--- src/rtl/fwd_ctrl.sv ---
// Purpose: forwarding-select and load-use hazard control for the 5-stage pipe (optional feature macro: FWD_BYPASS_EN).
// Latency: fwd_A/fwd_B registered (computed in decode, visible while the instruction sits in EX); stall_id combinational.
// Backpressure: mem_stall freezes all state; hazards stall decode and inject an EX bubble, counted in stall_cnt.
module fwd_ctrl #(
    parameter int REG_W = 3,
    parameter int CNT_W = 16
) (
    input  logic             clk,
    input  logic             rst,
    input  logic             id_valid,
    input  logic [REG_W-1:0] id_rs,
    input  logic [REG_W-1:0] id_rt,
    input  logic             id_rs_use,
    input  logic             id_rt_use,
    input  logic [REG_W-1:0] id_rd,
    input  logic             id_regwrite,
    input  logic             id_memread,
    input  logic             flush,
    input  logic             mem_stall,
    output logic [1:0]       fwd_A,
    output logic [1:0]       fwd_B,
    output logic             stall_id,
    output logic [CNT_W-1:0] stall_cnt,
    output logic             err
);

    // Shadow copies of the EX and MEM destination info
    logic             ex_v;
    logic [REG_W-1:0] ex_rd;
    logic             ex_wr;
    logic             ex_ld;
    logic             mem_v;
    logic [REG_W-1:0] mem_rd;
    logic             mem_wr;

    logic             rs_ex, rt_ex, rs_mem, rt_mem;
    logic             hazard;
    logic [1:0]       sel_a, sel_b;

    assign err = 1'b0;

    // Source/slot matches; r0 is treated like any other register
    always_comb begin
        rs_ex  = id_valid & id_rs_use & ex_v  & ex_wr  & (ex_rd  == id_rs);
        rt_ex  = id_valid & id_rt_use & ex_v  & ex_wr  & (ex_rd  == id_rt);
        rs_mem = id_valid & id_rs_use & mem_v & mem_wr & (mem_rd == id_rs);
        rt_mem = id_valid & id_rt_use & mem_v & mem_wr & (mem_rd == id_rt);
    end

`ifdef FWD_BYPASS_EN
    // Full bypass: only a load in EX cannot be forwarded in time; EX slot wins over MEM
    always_comb begin
        hazard = (rs_ex | rt_ex) & ex_ld;
        sel_a  = rs_ex ? 2'b10 : (rs_mem ? 2'b01 : 2'b00);
        sel_b  = rt_ex ? 2'b10 : (rt_mem ? 2'b01 : 2'b00);
    end
`else
    // No bypass: hold decode until the producer has left MEM (WB writes bypass in the regfile)
    logic unused_ld;
    assign unused_ld = ex_ld;

    always_comb begin
        hazard = rs_ex | rt_ex | rs_mem | rt_mem;
        sel_a  = 2'b00;
        sel_b  = 2'b00;
    end
`endif

    // A taken branch squashes the decode instruction, so it cannot cause a stall
    assign stall_id = hazard & ~flush;

    // Pipeline shadow advance, bubble injection and stall counting
    always_ff @(posedge clk or negedge rst) begin
        if (!rst) begin
            ex_v      <= 1'b0;
            ex_rd     <= '0;
            ex_wr     <= 1'b0;
            ex_ld     <= 1'b0;
            mem_v     <= 1'b0;
            mem_rd    <= '0;
            mem_wr    <= 1'b0;
            fwd_A     <= 2'b00;
            fwd_B     <= 2'b00;
            stall_cnt <= '0;
        end else if (!mem_stall) begin
            mem_v  <= ex_v;
            mem_rd <= ex_rd;
            mem_wr <= ex_wr;
            if (flush || stall_id) begin
                ex_v  <= 1'b0;
                ex_wr <= 1'b0;
                ex_ld <= 1'b0;
                fwd_A <= 2'b00;
                fwd_B <= 2'b00;
                if (!flush && (stall_cnt != '1)) begin
                    stall_cnt <= stall_cnt + 1'b1;
                end
            end else begin
                ex_v  <= id_valid;
                ex_rd <= id_rd;
                ex_wr <= id_regwrite;
                ex_ld <= id_memread;
                fwd_A <= sel_a;
                fwd_B <= sel_b;
            end
        end
    end

endmodule
--- config.mk ---
export PLATFORM = sky130hd
export DESIGN_NAME = fwd_ctrl
export DESIGN_NICKNAME = d
export VERILOG_FILES = /design/src/rtl/fwd_ctrl.sv
export SDC_FILE = /design/constraint.sdc
export NUM_CORES = 1
export LEC_CHECK = 0
export CORE_ASPECT_RATIO = 0.7
export CORE_MARGIN = 2
export CORE_UTILIZATION = 30
export CTS_BUF_LIST = sky130_fd_sc_hd__clkbuf_8
export CTS_CLUSTER_SIZE = 25
export DETAILED_ROUTE_END_ITERATION = 10
export PLACE_DENSITY_LB_ADDON = 0.15
export SLEW_MARGIN = 10
export SYNTH_ARGS = -nofsm -noshare
export SYNTH_HDL_FRONTEND = slang
export SYNTH_SLANG_ARGS = --single-unit
--- constraint.sdc ---
create_clock -name clk -period 4.34 [get_ports clk]
set_input_delay 1.085 -clock clk [delete_from_list [all_inputs] [get_ports clk]]
set_output_delay 1.085 -clock clk [all_outputs]
set_load 0.1 [all_outputs]
Fig. 1: run 1, placement view
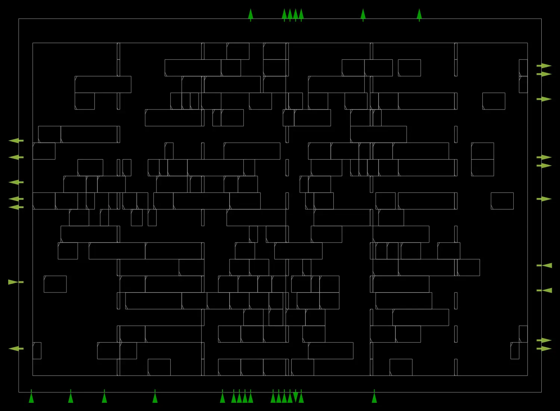
flop share of the area: 35.5%
Tapcells: 55

Fig. 2: run 1, routed clock nets over the placement
The bar under the picture is 20 um long.
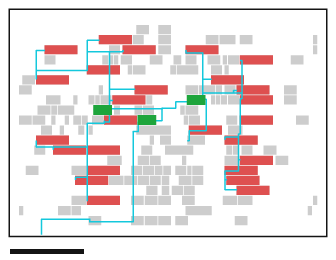
legend:
  flip-flops:
    color: red
    count: 26
  clock wires:
    color: cyan
    length: 309 um
  clock-net drivers:
    color: green
    count: 3
routed clock nets: 4
Latency at later pin: 260 ps
clock power share: 28.7%

==> results_slide.txt, run 1 <==
Key Metrics from the Run

Setup path
  – Critical Path RT: 3250 ps
  – CP Cell Sequence: clkdlybuf4s50_1 -> xnor2_1 -> nand4_1 -> a21oi_2 -> nor2_1 -> nor2_1 -> buf_12
  – Startpoint class of the critical path: primary input
  – Slowest cell on crit path: clkdlybuf4s50_1
  – Critical path type: in2out
  – Top delay family on crit path: buffers and inverters
  – CP Capture Type: primary output
  – CP Depth: 7
  – Worst Path Max Fanout: 3

STA
  – Setup repair after global routing missed its margin: false
  – Final Hold Vio Count: 0

Synth
  – Distinct lib cells: 24
  – Max-area cell share: 46.6%
  – Post-synth EDFFs: 0
  – Syn Area/Cell: 11.4 um^2
  – Leading area contributor after synthesis: dfrtp_1
  – Mapped cell area: 1400 um^2

Placement
  – Final HPWL DP: 2100 um

Routing
  – Total Routed Length: 2720 um
  – DR vias: 966
  – DRT Pass-1 Iters: 2
  – Wirelength per Cell: 12.8 um
  – Detailed-route vias per instance: 4.56

Clocking
  – Post-CTS Hold Fix Bufs: 0
  – Clk sinks: 26
  – TritonCTS Buffers: 3
  – Postcts setup bufs: 0
  – CTS tree: done

Finish
  – Multi-input gate area in the final layout: 693 um^2
  – Fill count: 407
  – Share of layout cells above drive strength 1: 15.9%
  – Fin cells: 212

GRT
  – GRT overflow: 0
  – Vias in the first global route: 933

Power and ir drop
  – Maximum vdd ir drop: 0.122 mV

Floorplanning
  – Die ar.: 5220 um^2
  – Fp_density: 31.7%
  – Core Rows: 20
  – Core outline area: 4400 um^2

Status
  – Run status: finished, final reports clean

Run
  – OpenROAD warning count: 27
Fig. 3: run 1, close-up of the layout
Window x 23 to 63, y 0 to 40 um. Cells in gray, sequential cells in the stronger gray; small squares are vias.
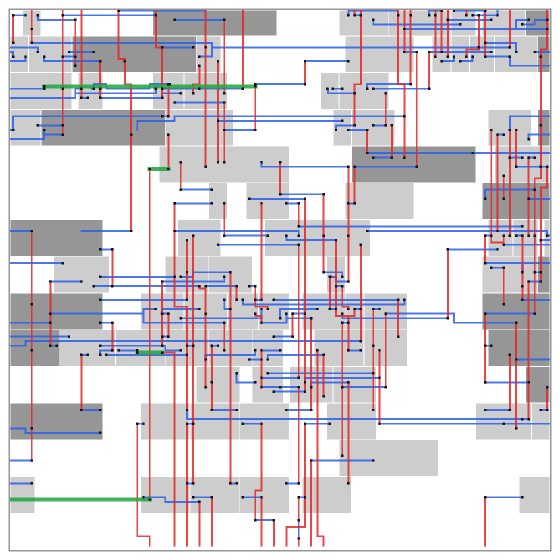
legend:
  M2:
    color: red
  M1:
    color: blue
  M3:
    color: green
most frequent: xnor2_1 (12), clkdlybuf4s50_1 (12), dfrtp_1 (9)
sequential cells in the window: 9
netlist names of flops here include: `stall_cnt` (4), `mem_rd` (2)
cells with their middle in the window: 77

[run 1: stage by stage]
stage | setup WS, ps | power [W]
after floorplan | 301 | 0.000352
after global routing | 422 | 0.000558
after detailed placement | 546 | 0.000385
after CTS | 548 | 0.000540
final | 545 | 0.000532
after global placement | 595 | 0.000383
[run 1: report_power, final]
part | leakage [nW] | switching (W) | internal [W] | total (W)
sequential | 0.336 | 0.0000176 | 0.000257 | 0.000275
combinational | 0.410 | 0.0000581 | 0.0000466 | 0.000105
clock | 0.0288 | 0.0000719 | 0.0000810 | 0.000153
[run 1: worst register-to-register path, stage by stage (launching register included)]
cell	delay [ps]
dfrtp_1	450
ha_1	210
and3_1	190
nand4_1	150
o221ai_4	530
mux2_1	380
[run 1: metal layers]
metal | global-route usage [%] | vias up | part of all wire, %
li1 | - | 484 | -
met1 | 15.8 | 457 | 51
met2 | 17.4 | 25 | 45
met3 | 2.95 | 0 | 4.3
met4 | 3.40 | 0 | 0
met5 | 0 | - | 0
[run 1: registers in the layout, summed over array words and instances, names as in the netlist]
| register | cells |
|---|---|
| stall_cnt | 16 |
| ex_rd | 3 |
| mem_rd | 3 |
| ex_v | 1 |
| ex_wr | 1 |
| mem_v | 1 |
| mem_wr | 1 |
[run 1: cells by family (layout without fill, tap and decap cells)]
logic type      after synthesis  in the layout  synth area share, %
flops                        26             26                 46.6
compound gates                5              5                 4.39
buf+inv                      11             42                 4.84
xor+xnor                     27             27                 16.9
fa+ha+maj                     1              1                0.896
mux                           9              9                 7.26
simple gates                 42             42                 18.8
other cells                   1              5                0.269
[run 1: cells in the final DEF (no fill, tap or decap), types with 2 or more instances in the layout]
master,netlist,layout
nor3_1,4,4
nand3_1,8,8
a22o_1,2,2
nand2_1,6,6
a21oi_2,2,2
xor2_1,12,12
mux2_2,8,8
clkbuf_8,0,4
clkdlybuf4s50_1,0,32
dfrtp_1,26,26
nor4_2,2,2
nor3_2,4,4
nand4_1,6,6
conb_1,1,5
nor2_1,9,9
xnor2_1,15,15
inv_1,4,4
[run 1: area by class of cell]
| cell class | instances | share of cell area, % |
|---|---|---|
| Timing Repair Buffer | 34 | 19.0 |
| Tap cell | 55 | 3.76 |
| Sequential cell | 26 | 35.5 |
| Clock buffer | 4 | 3.01 |
| Inverter | 4 | 0.820 |
| Multi-Input combinational cell | 89 | 37.9 |
[run 1: worst paths after layout]
| path | from | endpoint | slack (ps) |
|---|---|---|---|
| setup / recovery | id_rs[0] | stall_id | 550 |
| hold / removal | stall_cnt[11] | stall_cnt[11] | 500 |
| setup reg to reg | stall_cnt[0] | stall_cnt[1] | 2310 |
| hold reg to reg | stall_cnt[11] | stall_cnt[11] | 500 |
| max in group asynchronous | rst | ex_wr | 2920 |
| min in group asynchronous | rst | ex_rd[0] | 1170 |
Fig. 4: run 1, signal wires by layer
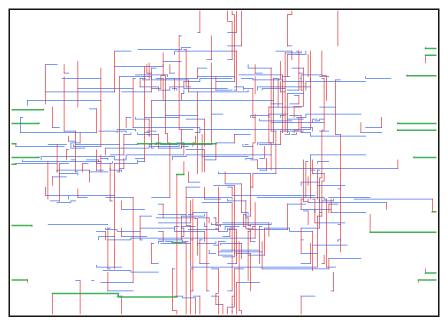

==> inputs of run 2 (changes only) <==
==> constraint.sdc (replaced) <==
create_clock -name clk -period 4.34 [get_ports clk]
set_input_delay 0.868 -clock clk [delete_from_list [all_inputs] [get_ports clk]]
set_output_delay 0.868 -clock clk [all_outputs]
set_load 0.1 [all_outputs]
Fig. 5: run 2, signal wires by layer
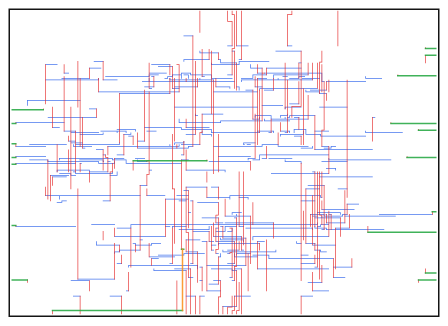
legend:
  M1:
    color: blue
    wire_length: 1340 um
  M4:
    color: orange
    wire_length: 12.2 um
  M3:
    color: green
    wire_length: 103 um
  M2:
    color: red
    wire_length: 1190 um
DR vias: 967
GRT Resource Usage Total: 11.2%
Total Routed Length: 2650 um

Fig. 6: run 2, routed clock nets over the placement
The bar under the picture is 20 um long.
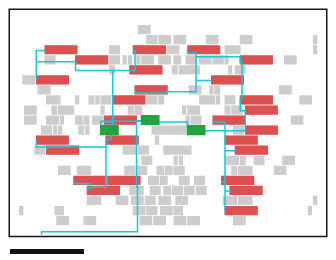
legend:
  clock wires:
    color: cyan
    length: 316 um
  flip-flops:
    color: red
    count: 26
  clock-net drivers:
    color: green
    count: 3
routed clock nets: 4
clock skew: 1.36 ps
clock-net power: 0.000131 W
clock power share: 25.8%

Fig. 7: run 2, close-up of the layout
Window x 23 to 63, y 0 to 40 um. Cells in gray, sequential cells in the stronger gray; small squares are vias.
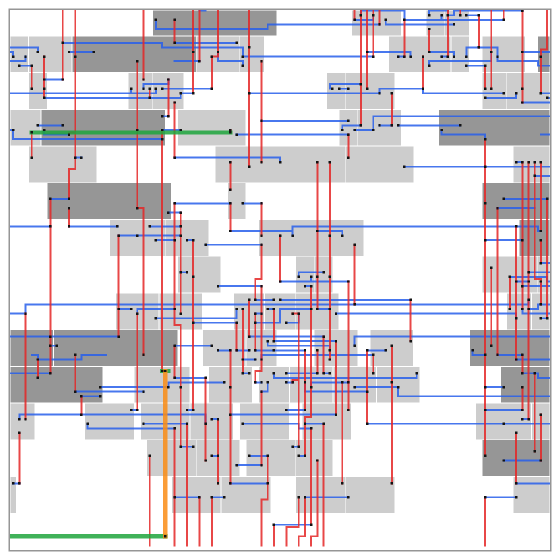
legend:
  M2:
    color: red
  M1:
    color: blue
  M3:
    color: green
  M4:
    color: orange
sequential cells in the window: 10
netlist names of flops here include: `stall_cnt` (4), `mem_rd` (3)
cells with their middle in the window: 74
most frequent: xnor2_1 (12), clkdlybuf4s50_1 (11), dfrtp_1 (10)

==> results_slide.txt, run 2 <==
Key Metrics from the Run

STA
  – Final Hold Vio Count: 0 (unchanged)
  – Setup repair after global routing missed its margin: false

Finish
  – Largest registers: stall_cnt x16, ex_rd x3, mem_rd x3
  – Top Layout Cells: clkdlybuf4s50_1, dfrtp_1, xnor2_1
  – Dominant logic cell type in the layout: clkdlybuf4s50_1

Status
  – Run status: finished, final reports clean

Clocking
  – TritonCTS Buffers: 3 (unchanged)
  – Postcts setup bufs: 0 (unchanged)

Placement
  – Final HPWL DP: 2040 um (-2.5%)

Setup path
  – Startpoint class of the critical path: primary input
  – Reg-to-Reg Start: stall_cnt[0]
  – Worst setup path startpoint: id_rs[1]

Floorplanning
  – Die ar.: 5220 um^2 (unchanged)

Routing
  – DRT Pass-1 Iters: 4 (+2)
  – Detailed-route vias per instance: 4.58 (+0.58%)

Synth
  – Mapped cell area: 1400 um^2 (unchanged)
  – Post-synth EDFFs: 0 (unchanged)
  – Distinct lib cells: 24 (unchanged)

GRT
  – Vias in the first global route: 965 (+3.4%)

Power and ir drop
  – Maximum vdd ir drop: 0.130 mV (+6.2%)

Run
  – OpenROAD warning count: 27 (unchanged)
==> run 2: cell families (layout without fill, tap and decap cells) <==
kind of cell / after synthesis / count (layout) / share of synthesized area (%)
fa+ha+maj: 1 / 1 / 0.896
compound gates: 5 / 5 / 4.39
xor+xnor: 27 / 27 / 16.9
buf+inv: 11 / 41 / 4.84
flops: 26 / 26 / 46.6
mux: 9 / 9 / 7.26
simple gates: 42 / 42 / 18.8
other cells: 1 / 5 / 0.269
==> run 2: through the flow <==
stage	power [W]	utilization, %	hold slack, ps	setup WS, ps	std cells
2_1_floorplan	0.000352	-	480	735	126
3_3_place_gp	0.000383	40.0	483	1020	208
3_5_place_dp	0.000384	40.0	489	994	208
4_1_cts	0.000518	41.0	501	997	211
5_1_grt	0.000536	41.0	520	923	211
6_report	0.000510	41.0	497	1020	211
==> run 2: final timing paths <==
check / endpoint / slack (ps) / cells past startpoint
max: stall_id / 1020 / 7
max reg2reg: stall_cnt[1] / 2310 / 5
min reg2reg: stall_cnt[11] / 500 / 1
min: stall_cnt[11] / 500 / 1
max in group asynchronous: mem_rd[2] / 3120 / 2
min in group asynchronous: stall_cnt[3] / 970 / 2
==> run 2: metal layers <==
| metal | routed length, um | global-route usage (%) |
|---|---|---|
| met1 | 1340 | 15.2 |
| met5 | 0 | 0 |
| met4 | 12 | 2.72 |
| met2 | 1190 | 18.4 |
| met3 | 103 | 2.95 |
==> run 2: area by class of cell <==
| class | count | area [um^2] |
|---|---|---|
| fill | 428 | 2600 |
| clock buffer | 3 | 41.3 |
| timing repair buffer | 34 | 335 |
| multi-input combinational | 89 | 693 |
| tap | 55 | 68.8 |
| inverter | 4 | 15.0 |
| sequential | 26 | 651 |
==> run 2: critical path: stages <==
cell and delay (ps):
clkdlybuf4s50_1 510, xnor2_1 140, nand4_1 130, a21oi_2 300, nor2_1 80, nor2_1 110
buf_4 300
==> run 2: where the power goes <==
part	internal (W)	switching (W)	leakage, nW	total, W
Sequential	0.000257	0.0000167	0.336	0.000274
Combinational	0.0000465	0.0000585	0.407	0.000105
Clock	0.0000620	0.0000694	0.0216	0.000131
Total	0.000366	0.000145	0.765	0.000510
No activity file was given, so power comes from the tool's default toggle rates.
